<file path="config.mk">
export PLATFORM = sky130hd
export DESIGN_NAME = registers_bank_dumper
export DESIGN_NICKNAME = d
export VERILOG_FILES = /design/src/rtl/registers_bank_dumper_pkg.sv /design/src/rtl/registers_bank_dumper.sv
export SDC_FILE = /design/constraint.sdc
export NUM_CORES = 2
export LEC_CHECK = 0
export ABC_AREA = 1
export ABC_CLOCK_PERIOD_IN_PS = 1890
export CORE_AREA = 4 4 406 408
export CTS_CLUSTER_SIZE = 10
export DETAILED_ROUTE_END_ITERATION = 12
export DIE_AREA = 0 0 410 412
export SYNTH_ARGS = -nofsm -noshare
export SYNTH_HDL_FRONTEND = slang
export SYNTH_SLANG_ARGS = --single-unit
</file>
<file path="constraint.sdc">
create_clock -name i_clk -period 1.89 [get_ports i_clk]
set_clock_uncertainty 0.2 [all_clocks]
set_input_delay 0.2835 -clock i_clk [delete_from_list [all_inputs] [get_ports i_clk]]
set_output_delay 0.2835 -clock i_clk [all_outputs]
set_load 0.02 [all_outputs]
</file>
<file path="src/rtl/registers_bank_dumper_pkg.sv">
// registers_bank_dumper_pkg: shared defaults, byte width and FSM encoding for the register dumper
package registers_bank_dumper_pkg;
  localparam int DEFAULT_REGISTERS_BANK_SIZE = 32;
  localparam int DEFAULT_REGISTERS_SIZE = 32;
  localparam int BYTE_W = 8;
  typedef enum logic [1:0] {IDLE = 2'd0, SEND = 2'd1, CHECKSUM = 2'd2, DONE = 2'd3} state_t;
endpackage

</file>
<file path="src/rtl/registers_bank_dumper.sv">
// registers_bank_dumper: snapshots the debug bus and streams it out bytewise over valid/ready
// Optional trailing XOR checksum byte enabled by REGISTERS_BANK_DUMPER_CHECKSUM_EN.
module registers_bank_dumper
  import registers_bank_dumper_pkg::*;
#(
  parameter int REGISTERS_BANK_SIZE = DEFAULT_REGISTERS_BANK_SIZE,
  parameter int REGISTERS_SIZE = DEFAULT_REGISTERS_SIZE
) (
  input  logic                                      i_clk,
  input  logic                                      i_reset,
  input  logic                                      i_start,
  input  logic [REGISTERS_BANK_SIZE*REGISTERS_SIZE-1:0] i_bus_debug,
  output logic [BYTE_W-1:0]                         o_data,
  output logic                                      o_data_valid,
  input  logic                                      i_data_ready,
  output logic                                      o_busy,
  output logic                                      o_done
);
  localparam int BPR = REGISTERS_SIZE / BYTE_W;
  localparam int T = REGISTERS_BANK_SIZE * BPR;
  localparam int CW = $clog2(T + 1);
  localparam int IW = T > 1 ? $clog2(T) : 1;
  if (REGISTERS_SIZE % BYTE_W != 0) begin : g_width_check
    $error("REGISTERS_SIZE must be a multiple of 8");
  end
  state_t state, state_nx;
  logic [CW-1:0] cnt;
  logic [BYTE_W-1:0] snap [T];
  logic [BYTE_W-1:0] ordered [T];
  logic [BYTE_W-1:0] cur;
  logic last;
  // Reorder at capture time so stream byte k is simply snap[k].
  for (genvar k = 0; k < T; k++) begin : g_order
    assign ordered[k] = i_bus_debug[(k / BPR) * REGISTERS_SIZE + (BPR - 1 - k % BPR) * BYTE_W +: BYTE_W];
  end
  assign cur = snap[cnt[IW-1:0]];
  assign last = cnt == CW'(T - 1);
  assign o_data_valid = state == SEND || state == CHECKSUM;
  assign o_busy = state != IDLE;
  assign o_done = state == DONE;
`ifdef REGISTERS_BANK_DUMPER_CHECKSUM_EN
  logic [BYTE_W-1:0] acc;
  assign o_data = state == SEND ? cur : state == CHECKSUM ? acc : '0;
  always_ff @(posedge i_clk or negedge i_reset)
    if (!i_reset) acc <= '0;
    else if (state == IDLE && i_start) acc <= '0;
    else if (state == SEND && i_data_ready) acc <= acc ^ cur;
`else
  assign o_data = state == SEND ? cur : '0;
`endif
  always_comb begin
    state_nx = state;
    case (state)
      IDLE: state_nx = i_start ? SEND : IDLE;
`ifdef REGISTERS_BANK_DUMPER_CHECKSUM_EN
      SEND: state_nx = i_data_ready && last ? CHECKSUM : SEND;
      CHECKSUM: state_nx = i_data_ready ? DONE : CHECKSUM;
`else
      SEND: state_nx = i_data_ready && last ? DONE : SEND;
      CHECKSUM: state_nx = IDLE;
`endif
      default: state_nx = IDLE;
    endcase
  end
  always_ff @(posedge i_clk or negedge i_reset)
    if (!i_reset) begin
      state <= IDLE;
      cnt <= '0;
      snap <= '{default: '0};
    end else begin
      state <= state_nx;
      if (state == IDLE && i_start) begin
        snap <= ordered;
        cnt <= '0;
      end else if (state == SEND && i_data_ready) begin
        cnt <= cnt + 1'b1;
      end
    end
endmodule

</file>
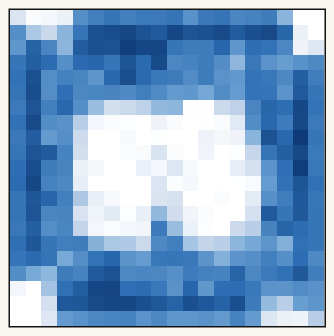
(images/util_map.png)
20 x 21 tiles, from white (low) to dark blue (high), 0 to 100% covered.
nearly empty tiles: 12%
tiles over 75% full: 21%
mean over tiles: 52%
fullest tile: 96%
emptiest ninth of the die: middle
core occupancy in the finished layout: 55.5%
fp_density: 30.9%
placeable core area: 0.162 mm²

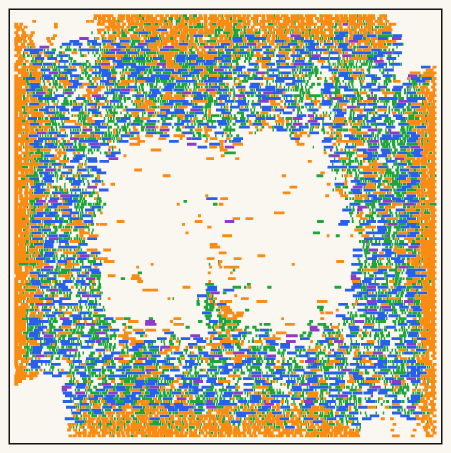
(images/class_map.png)
[registers] blue | cells: 1,034
[remaining logic cells] green | cells: 5,164
[clock drivers and dummy loads] purple | cells: 172
[remaining buffers and delay cells] orange | cells: 2,927

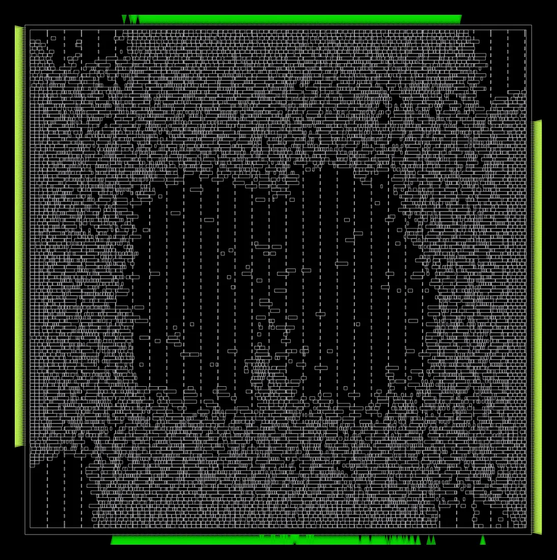
(images/placed.png)
Row Count: 148
number of inserted filler cells in the final layout: 13,400
post-route insts no fill: 11,500
sequential portion of the cell area: 28.9%
Well Taps: 2,175

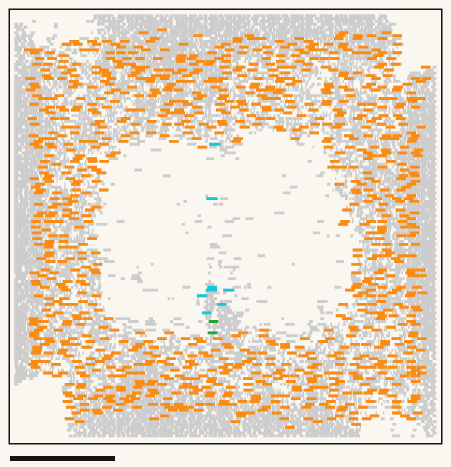
(images/ff_map.png)
The bar under the picture is 100 µm long. Other cells in grey.
[snap] orange | flops: 1,024 | where: widely spread
[cnt] cyan | flops: 8
[state] green | flops: 2

-- per-stage QoR --
stage / power (mW) / instances / cell area, µm² / hold slack, ns
after global routing: 109 / 11500 / 89700 / -0.00911
after global placement: 72.4 / 10100 / 67400 / -0.00391
after CTS: 101 / 11400 / 86500 / 0.000706
after floorplan: 52.6 / 6648 / 50000 / -0.212
after detailed placement: 72.9 / 10100 / 67400 / -0.00289
final: 104 / 11500 / 89700 / 0.0224
-- state kept, by name (all words and copies together), names as in the netlist --
signal / cells
snap: 1024
cnt: 8
state: 2
-- power by group --
part	leakage (nW)	switching, mW	internal, mW
registers	12.9	3.46	29.4
logic	28.1	27.1	22.0
clock network	1.68	9.52	12.1
-- synthesized netlist by cell type, drive strengths merged --
library cell,instances
o21ai,662
nor3b,1
o211ai,105
nand2,2671
dfrtp,1034
ha,4
a21oi,4
clkinv,1
buf,284
or2,81
nor3,2
clkbuf,169
nor2,386
inv,550
a31oi,1
nand4,2
nand3,691
-- critical path, cell delays in order (launching register included) --
cell	delay, ns
sky130_fd_sc_hd__dfrtp_4	0.44
sky130_fd_sc_hd__buf_12	0.17
sky130_fd_sc_hd__clkinv_16	0.12
sky130_fd_sc_hd__buf_4	0.16
sky130_fd_sc_hd__buf_4	0.14
sky130_fd_sc_hd__o211ai_1	0.37
sky130_fd_sc_hd__nand3_1	0.16
sky130_fd_sc_hd__nand3_2	0.10
sky130_fd_sc_hd__nand3_1	0.12
sky130_fd_sc_hd__nand3_2	0.10
sky130_fd_sc_hd__buf_12	0.11
sky130_fd_sc_hd__nand2_4	0.07
sky130_fd_sc_hd__nor2_4	0.12
sky130_fd_sc_hd__nor2_4	0.05
sky130_fd_sc_hd__buf_12	0.13
-- what timing repair did --
| action | in CTS | in global routing |
|---|---|---|
| pin swaps | 67 | 77 |
| hold endpoints to repair | 1941 | 5 |
| endpoints found under the setup margin | 919 | 1043 |
| gates resized | 766 | 591 |
| gates cloned | 99 | 48 |
| hold buffers | 945 | 5 |
| setup buffers | 88 | 47 |
-- worst min-delay path by stage --
stage | slack [ns] | to | cells after the start
after global routing | -0.009 | snap[908]$_DFFE_PN0N_ | 3
after detailed placement | -0.003 | snap[40]$_DFFE_PN0N_ | 1
after global placement | -0.004 | snap[32]$_DFFE_PN0N_ | 1
after CTS | 0.0007 | snap[295]$_DFFE_PN0N_ | 3
final | 0.02 | snap[427]$_DFFE_PN0N_ | 3
after floorplan | -0.21 | cnt[0]$_DFFE_PN0P_ | 0
-- cells by family (layout without fill, tap and decap cells) --
kind of cell             Yosys count  after routing  share of synthesized area (%)
buffers and inverters           1004           3653                           8.81
AND-OR/OR-AND                    772            772                           8.27
adder cells (fa/ha/maj)            4              4                          0.100
flip-flops                      1034           1034                           51.8
AND/OR/NAND/NOR                 3834           3834                           31.0
other                              0             17                              0
-- routing by layer --
layer | vias up | track usage (%)
li1 | 26000 | -
met4 | 14 | 17.0
met5 | - | 0
met2 | 3456 | 47.6
met1 | 28000 | 35.6
met3 | 921 | 5.22
==> notes.md <==
Summary of the current implementation state.

- The run finished, with violations left.
- The checks that failed: negative setup slack.
- The synthesized design spends more area on one cell type than any other, namely sky130_fd_sc_hd__dfrtp_1.
- The final setup TNS is -153.13 ns, for reference.
- The clock insertion delay at the later pin of the skew report is ~0.74 ns, for reference.
- The total routed wire length on the met1 layer is 100,000 µm, for reference.
- Per the cell usage report, the commonest logic cell in the layout is sky130_fd_sc_hd__nand2_1.
- 1,039 I/O pins were placed.
- The met2 wirelength from detailed routing is 124,000 µm, for reference.
- The clock tree from TritonCTS is done, for reference.
- The total CTS buffers is roughly 120, for reference.
- The detail route stage leaves a number of antenna-violating nets equal to 0.
- The total number of vias is roughly 58,000, for reference.
- The via count of the first global-routing pass is 59,300, for reference.
- Of all the cell area in the finished design, non-clock buffers hold between 30% and 40%.
- The startpoint identified for the worst register-to-register timing path is state[0]$_DFF_PN0_.
- After clock tree synthesis, the clock-pin slew on the worst setup and hold paths is 0.06 ns.
- In the post-synthesis netlist, the biggest area contributors are sky130_fd_sc_hd__dfrtp_1 52%, sky130_fd_sc_hd__nand2_1 20%, sky130_fd_sc_hd__nand3_1 6.9%.
- The count of unique library cells instantiated by Yosys is 26, for reference.
- The final tally of hold violations is 0, for reference.
- The setup slack at placement is -1.29 ns, for reference.
- The area taken by multi-input combinational cells is reported as about 0.023 mm².
- The startpoint of the most critical hold path is i_bus_debug[587], for reference.
- Dividing the detail-routed wire length by the instance count gives 23.0 µm.
- After synthesis, flip-flops and latches occupy about half of the total area.
- The clock sink total is a little over 1,000, for reference.
- In this run the mean area of a mapped cell was between 7 and 8 µm².
- In the Yosys report the total cell count is ~6,600.
- In the final report, the number of pins over their slew limit comes to 0.
- Per the detail_route report, DRC violations left total 0.
- The top fanout value on the critical path is 5, for reference.
- The first-pass GRT wire length is roughly 370,000 µm, for reference.
- The floorplan step defined a die boundary enclosing 0.169 mm².
- The growth of design area from synthesis to finish is 79.7%, for reference.
- The reg2reg setup slack is -0.41 ns, for reference.
- Using the TritonRoute via totals, the vias-per-cell ratio works out to around 5.
- STA classifies the critical path startpoint as a flip-flop.
- In this run the clock root is driven by a sky130_fd_sc_hd__clkbuf_16.
- In the layout the commonest cells are 2,370 x sky130_fd_sc_hd__nand2_1, 1,029 x sky130_fd_sc_hd__dfrtp_1, 1,026 x sky130_fd_sc_hd__clkdlybuf4s50_1.
- The top-area cell type share of the netlist area is around half, for reference.
- Per the finish-stage timing summary, setup violations number roughly 1,000.
- The worst setup slack after layout is -1.73 ns, for reference.
- The final sequential cell count is 1,034, for reference.
- The total number of multi-input combinational cells is 4,610, for reference.
- For this block, the routed nets add up to around 260,000 µm of wire.
- The net count of the finished layout is between 10,000 and 15,000.
- The static leakage is ~43 nW, for reference.
- The layout has 160 clock buffers.
- Recorded from the global router log, the overflow total was 0.
- The start point of the critical path is cnt[0]$_DFFE_PN0P_, for reference.
- The met3 wirelength from detailed routing is around 21,000 µm, for reference.
- The H-tree was split into 3 levels.
- In the finished design, the share of the clock period the worst path needs comes to 192%.
- The cell area power density is around 1200 mW/mm², for reference.
- Setup repair after global routing could not meet its margin everywhere.
- The HPWL after detailed placement is about 160,000 µm.
- The number of buffers on the longest clock path is 3, for reference.
- Per the run summary, max-cap violations total 0.
- For reference, the critical path is captured by o_data[6].
- For this block, the initial DRC count from the detailed router was 6,365.
- The worst reg2reg path depth is 12, for reference.
- Per the final layout report, the fraction of cells sized above drive strength 1 comes to 18.6%.
- STA classifies the critical path endpoint as an output port.
- In this run the horizontal extent of the chip is 410 µm.
- On the critical path the data arrives at ~3.1 ns.
- The setup path with the least slack is of type reg -> out.
- The count of input and output buffers is a little over 1,000, for reference.
- Entering global routing, the biggest net connects about 110 pins.
- Overall routing resource usage recorded by global route was between 20 and 30%.
Power figures rest on the tool's default switching activity, not on a simulated workload.
